## src/rtl/decode_pkg.sv

```systemverilog
// Shared decoded-instruction definitions.
// Used by the decode pipeline register, the dispatch buffer and the issue stage.
// Bundle layout, MSB first:
//   opcode, group, specifier, funct3, funct7, rs1, rs2, rd, imm20
package decode_pkg;
  localparam int OPCODE_W = 7;
  localparam int GROUP_W  = 2;
  localparam int FUNCT3_W = 3;
  localparam int FUNCT7_W = 7;
  localparam int REG_W    = 5;
  localparam int IMM_W    = 21;
  localparam int BUNDLE_W = 56;

  // Field LSB offsets within the packed 56-bit bundle.
  localparam int IMM_LSB    = 0;
  localparam int RD_LSB     = IMM_LSB + IMM_W;       // 21
  localparam int RS2_LSB    = RD_LSB + REG_W;        // 26
  localparam int RS1_LSB    = RS2_LSB + REG_W;       // 31
  localparam int FUNCT7_LSB = RS1_LSB + REG_W;       // 36
  localparam int FUNCT3_LSB = FUNCT7_LSB + FUNCT7_W; // 43
  localparam int SPEC_LSB   = FUNCT3_LSB + FUNCT3_W; // 46
  localparam int GROUP_LSB  = SPEC_LSB + 1;          // 47
  localparam int OPCODE_LSB = GROUP_LSB + GROUP_W;   // 49

  typedef struct packed {
    logic [OPCODE_W-1:0] opcode;
    logic [GROUP_W-1:0]  group;
    logic                specifier;
    logic [FUNCT3_W-1:0] funct3;
    logic [FUNCT7_W-1:0] funct7;
    logic [REG_W-1:0]    rs1;
    logic [REG_W-1:0]    rs2;
    logic [REG_W-1:0]    rd;
    logic [IMM_W-1:0]    imm20;
  } decoded_bundle_t;
endpackage

```

## src/rtl/dispatch_ptr_ctrl.sv

```systemverilog
// Pointer/occupancy control for the decode dispatch FIFO.
// Ports:
//   clk, rst_n    clock, async active-low reset
//   flush         synchronous discard; wins over push/pop
//   push, pop     qualified handshakes from the top level
//   wr_ptr/rd_ptr circular pointers (natural PTR_W wrap)
//   count         occupancy 0..DEPTH; full/empty decoded from it
module dispatch_ptr_ctrl #(
  parameter int DEPTH = 4,
  parameter int PTR_W = 2
) (
  input  logic             clk,
  input  logic             rst_n,
  input  logic             flush,
  input  logic             push,
  input  logic             pop,
  output logic [PTR_W-1:0] wr_ptr,
  output logic [PTR_W-1:0] rd_ptr,
  output logic [PTR_W:0]   count,
  output logic             full,
  output logic             empty
);
  always_ff @(posedge clk or negedge rst_n) begin
    if (!rst_n) begin
      wr_ptr <= '0;
      rd_ptr <= '0;
      count  <= '0;
    end else if (flush) begin
      wr_ptr <= '0;
      rd_ptr <= '0;
      count  <= '0;
    end else begin
      if (push) wr_ptr <= wr_ptr + PTR_W'(1);
      if (pop)  rd_ptr <= rd_ptr + PTR_W'(1);
      if (push && !pop)      count <= count + (PTR_W+1)'(1);
      else if (pop && !push) count <= count - (PTR_W+1)'(1);
    end
  end

  // Pointers alone cannot tell full from empty; occupancy decides.
  assign full  = (count == (PTR_W+1)'(DEPTH));
  assign empty = (count == '0);
endmodule

```

## src/rtl/decode_dispatch_buffer.sv

```systemverilog
// Decode-to-issue dispatch buffer: small circular FIFO of decoded bundles
// with valid/ready on both sides and a synchronous flush for redirects.
// Ports:
//   clk, rst_n, flush
//   in_valid/in_ready + in_* decoded fields   (from decode register)
//   out_valid/out_ready + out_* head fields   (to issue stage, zero when !out_valid)
//   count                                      occupancy 0..DEPTH
// Optional: DECODE_DISPATCH_BYPASS_EN adds a zero-latency in->out path
// when the buffer is empty.
module decode_dispatch_buffer
  import decode_pkg::*;
#(
  parameter int DEPTH = 4,
  parameter int PTR_W = 2
) (
  input  logic                clk,
  input  logic                rst_n,
  input  logic                flush,
  input  logic                in_valid,
  output logic                in_ready,
  input  logic [OPCODE_W-1:0] in_opcode,
  input  logic [GROUP_W-1:0]  in_group,
  input  logic                in_specifier,
  input  logic [FUNCT3_W-1:0] in_funct3,
  input  logic [FUNCT7_W-1:0] in_funct7,
  input  logic [REG_W-1:0]    in_rs1,
  input  logic [REG_W-1:0]    in_rs2,
  input  logic [REG_W-1:0]    in_rd,
  input  logic [IMM_W-1:0]    in_imm20,
  output logic                out_valid,
  input  logic                out_ready,
  output logic [OPCODE_W-1:0] out_opcode,
  output logic [GROUP_W-1:0]  out_group,
  output logic                out_specifier,
  output logic [FUNCT3_W-1:0] out_funct3,
  output logic [FUNCT7_W-1:0] out_funct7,
  output logic [REG_W-1:0]    out_rs1,
  output logic [REG_W-1:0]    out_rs2,
  output logic [REG_W-1:0]    out_rd,
  output logic [IMM_W-1:0]    out_imm20,
  output logic [PTR_W:0]      count
);
  decoded_bundle_t       in_b;
  logic [BUNDLE_W-1:0]   mem [DEPTH];
  logic [BUNDLE_W-1:0]   out_raw, out_b;
  logic [PTR_W-1:0]      wr_ptr, rd_ptr;
  logic                  full, empty, byp, thru, push, pop;

  assign in_b = '{opcode: in_opcode, group: in_group, specifier: in_specifier,
                  funct3: in_funct3, funct7: in_funct7, rs1: in_rs1,
                  rs2: in_rs2, rd: in_rd, imm20: in_imm20};

`ifdef DECODE_DISPATCH_BYPASS_EN
  assign byp = empty & in_valid & ~flush;
`else
  assign byp = 1'b0;
`endif
  // Bundle consumed straight through: neither stored nor counted.
  assign thru = byp & out_ready;

  assign in_ready  = ~full;
  assign out_valid = ~empty | byp;
  assign push      = in_valid & in_ready & ~thru;
  assign pop       = ~empty & out_ready;

  dispatch_ptr_ctrl #(.DEPTH(DEPTH), .PTR_W(PTR_W)) u_ptr (
    .clk   (clk),
    .rst_n (rst_n),
    .flush (flush),
    .push  (push),
    .pop   (pop),
    .wr_ptr(wr_ptr),
    .rd_ptr(rd_ptr),
    .count (count),
    .full  (full),
    .empty (empty)
  );

  // Storage is deliberately unreset; masking below hides stale data.
  always_ff @(posedge clk) begin
    if (push && !flush) mem[wr_ptr] <= in_b;
  end

  assign out_raw = byp ? in_b : mem[rd_ptr];
  assign out_b   = out_valid ? out_raw : '0;

  assign out_opcode    = out_b[OPCODE_LSB +: OPCODE_W];
  assign out_group     = out_b[GROUP_LSB  +: GROUP_W];
  assign out_specifier = out_b[SPEC_LSB];
  assign out_funct3    = out_b[FUNCT3_LSB +: FUNCT3_W];
  assign out_funct7    = out_b[FUNCT7_LSB +: FUNCT7_W];
  assign out_rs1       = out_b[RS1_LSB    +: REG_W];
  assign out_rs2       = out_b[RS2_LSB    +: REG_W];
  assign out_rd        = out_b[RD_LSB     +: REG_W];
  assign out_imm20     = out_b[IMM_LSB    +: IMM_W];
endmodule

```

## config.mk

```make
export PLATFORM = sky130hd
export DESIGN_NAME = decode_dispatch_buffer
export DESIGN_NICKNAME = d
export VERILOG_FILES = /design/src/rtl/decode_pkg.sv /design/src/rtl/dispatch_ptr_ctrl.sv /design/src/rtl/decode_dispatch_buffer.sv
export SDC_FILE = /design/constraint.sdc
export NUM_CORES = 1
export LEC_CHECK = 0
export CAP_MARGIN = 25
export CORE_ASPECT_RATIO = 1.75
export CORE_MARGIN = 3
export CORE_UTILIZATION = 35
export DETAILED_ROUTE_END_ITERATION = 10
export PLACE_DENSITY_LB_ADDON = 0.2
export SLEW_MARGIN = 20
export SYNTH_ARGS = -nofsm -noshare
export SYNTH_HDL_FRONTEND = slang
export SYNTH_SLANG_ARGS = --single-unit
```

## constraint.sdc

```tcl
create_clock -name clk -period 3.6 [get_ports clk]
set_input_delay 0.72 -clock clk [delete_from_list [all_inputs] [get_ports clk]]
set_output_delay 0.72 -clock clk [all_outputs]
set_load 0.05 [all_outputs]
```

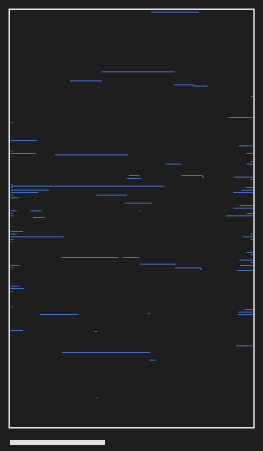
m3.png
Bar = 50 microns.
The layer carries 715 microns of wire. The wires run mostly horizontal. The longest straight run is 79.6 microns.
total vias in the final route: 4376
met3 Usage GRT: 0.0220

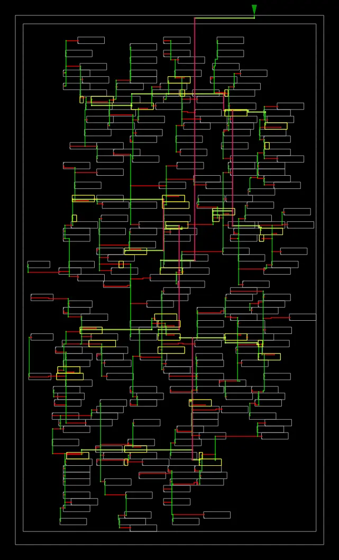
clock_nets.png
P_clk: 2.38 mW
CTS buffer count: 22
Worst Skew: 0.0103 ns

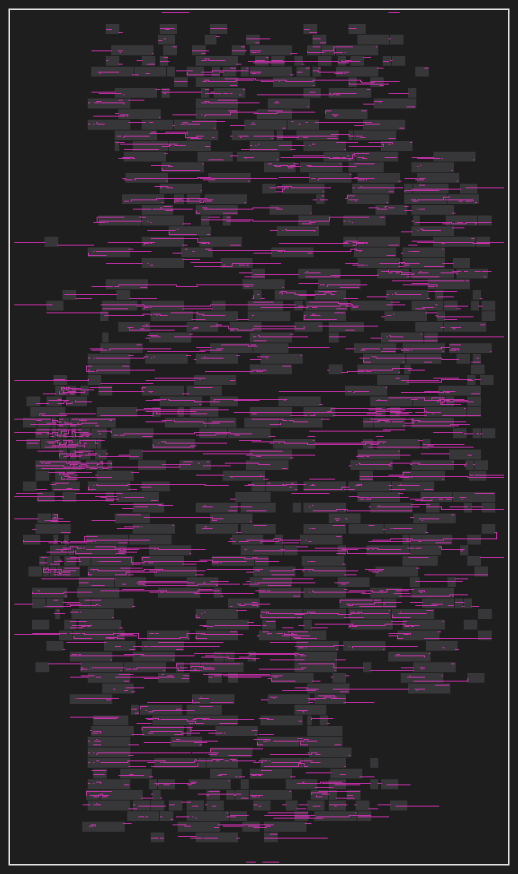
m1.png
Cells faint in the background.
The layer carries 6810 microns of wire. The longest straight run is 36.3 microns. The layer holds 36% of the routed length. The wires run mostly horizontal.
Total Wirelength: 18900 microns
M1 GR Usage: 0.148

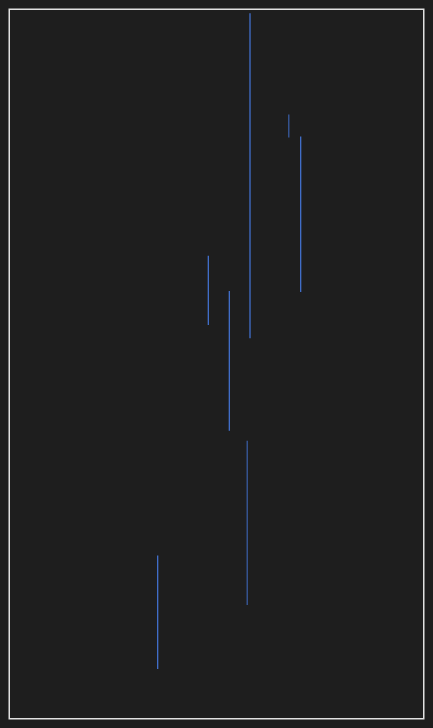
m4.png
The layer holds 1.6% of the routed length. The wires run mostly vertical. The longest straight run is 100 microns. 5 nets have wire on it.

==> Slide: Implementation Results <==
Synthesis and Place & Route Summary

Yosys
  – Post-synth top cells: edfxtp_1, and2_1, mux4_2
  – Xor/xnor share: 0.00194
  – Main area contributors: edfxtp_1, mux4_2, and2_1
  – Cell type with the largest total area: edfxtp_1
  – Mux cell area share: 0.143
  – Top area contributor share: 0.746
  – Ao+oa area frac: 0.0117
  – Simple-Gate Fraction of Synth Area: 0.0494
  – Mapped Nets: 483
  – Yosys Chip Area: 9020 sq um
  – YS warnings: 0
  – Post-synth ARST share: 0.0303
  – Count leader, synth: edfxtp_1
  – Syn Area/Cell: 21.6 sq um
  – Post-synth EDFFs: 224
  – Netlist cell types: 32
  – Ys flop type: edfxtp_1
  – Cell area after synthesis: 9020 sq um
  – Ys flops: 231
  – Top comb family, area: multiplexers
  – Adder Share, Synth: 0.00777
  – Seq share, synth: 0.765
  – Ys cells: 417
  – Syn Inst Count: 417

Place
  – Placed cell area: 10700 sq um
  – PortBufs: 121
  – Placed insts: 848
  – DP HPWL: 12300 microns
  – Routability cong.: 0.727
  – Pre-CTS WS: 0.428 ns

Clock tree
  – Clk ins delay skew pair: 0.49 ns
  – Cts hold-fix bufs: 0
  – Deepest clock path buffer count: 3
  – Setup repair bufs after CTS: 0
  – Clk sinks: 231
  – CTS tree: built
  – Root Buffer: clkbuf_16
  – Worst-path clk slew: 0.06 ns
  – Post-CTS Resized: 3
  – # H-tree levels: 1

Timing
  – Max Freq: 0.288 GHz
  – Fin Setup TNS: 0 ns
  – Cycle use final: 0.966
  – Setup-failing EPs final: 0
  – RSZ-0062 raised after global routing: false
  – Slew headroom: 0.650
  – Worst hold slack: 0.508 ns
  – Fin crit period: 3.48 ns
  – Slew @ Worst Pin: 0.523 ns
  – Slew Viols, Final: 0
  – Final Worst Setup Slack: 0.123 ns
  – Hold Vio Cnt, Final: 0

Power and ir drop
  – Total power: 9.07 mW
  – PD cells: 786 nW/um^2
  – P_comb: 3.50 mW
  – Clock power share: 0.262
  – P_int: 5.88 mW
  – Seq pwr: 3.20 mW
  – Sequential power share: 0.352
  – Leakage: 4.06 nW
  – Maximum VDD drop: 0.487 mV
  – Largest power group: combinational logic
  – Sw power: 3.20 mW
  – Combinational power share: 0.386
  – Sw frac: 0.352

Setup path
  – CP Depth: 4
  – R2R depth: 6
  – R2R setup slack: 1.20 ns
  – Startpoint types: flip-flop
  – Buf+Inv Stages, Crit Path: 2
  – Worst path slowest cell: clkdlybuf4s50_1
  – CP endpoint kind: output pin
  – Worst setup endpoint: out_funct7[3]
  – CP peak stage delay: 0.70 ns
  – RR Endpoint: u_ptr.count[2]
  – RR Startpoint: u_ptr.count[1]
  – Crit path max-delay family: buffers and inverters
  – Worst Path Max Fanout: 18
  – CP cell instances: buf_12 > mux4_2 > and2_1 > clkdlybuf4s50_1
  – Crit path DAT: 2.76 ns
  – Worst Setup SP: u_ptr.rd_ptr[0]
  – CP Class: reg2out
  – Worst EP required: 2.88 ns

Drt
  – DR top layer: met4
  – Antenna Nets Post-Route: 0
  – Vias per cell: 4.93
  – WL met2: 11100 microns
  – Met1 WL: 6810 microns
  – DR DRC count: 0
  – Length of routed met3 wiring: 714 microns
  – DRT iter0 DRCs: 263
  – First-pass DRT Iterations: 4
  – Routed len/inst: 21.4 microns

Global routing
  – Vias in the first global route: 4928
  – GR Overflow Total: 0
  – Initial antenna violation count: 1
  – Largest net degree at the start of global routing: 57
  – Met2 Resource Use GR: 0.276
  – GRT Max-Usage Layer: met2
  – First-pass GRT wire length: 29200 microns
  – Overall routing resource usage: 0.138

Layout
  – Logic area: 1950 sq um
  – #MultiIn Comb: 155
  – Buffers excl. clock: 139
  – Sequential share of cell area: 0.598
  – CLK BUF: 25
  – Largest register by flop count: mem
  – Flop count: 231
  – Layout cells sized above 1: 0.211
  – FILL cells: 2158
  – Biggest regs: mem x224, u_ptr.count x3
  – Diodes inserted: 1
  – Area grow syn2layout: 27.9%
  – Clock network area share: 0.0648
  – Inverters: 7
  – Dominant kind of cell by area: flip-flops and latches
  – Non-clk buf share: 0.131
  – Largest register FFs: 224
  – Most numerous logic cell after layout: edfxtp_1
  – Sequential cell area: 6910 sq um
  – Finished Layout Cells: 887
  – NumNets Final: 622
  – Logic share of the area: 0.169
  – Fin area: 11500 sq um
  – Final core utilization: 0.456
  – Most frequent cells in the layout: edfxtp_1, clkdlybuf4s50_1, mux4_2, and2_1, dlymetal6s2s_1

Floorplanning
  – Site Rows: 77
  – N_taps: 316
  – Core footprint: 25300 sq um
  – Total I/O pin count: 122
  – Core Density at Floorplan: 0.356
  – Vertical die size: 218 microns
  – Die Width: 127 microns
  – Chip area: 27800 sq um

Run status
  – Status: finished clean

Flow run
  – Tool warnings: 29
  – Max-cap viol count: 0

Min path
  – Worst Hold Class: in2async
Power figures rest on the tool's default switching activity, not on a simulated workload.
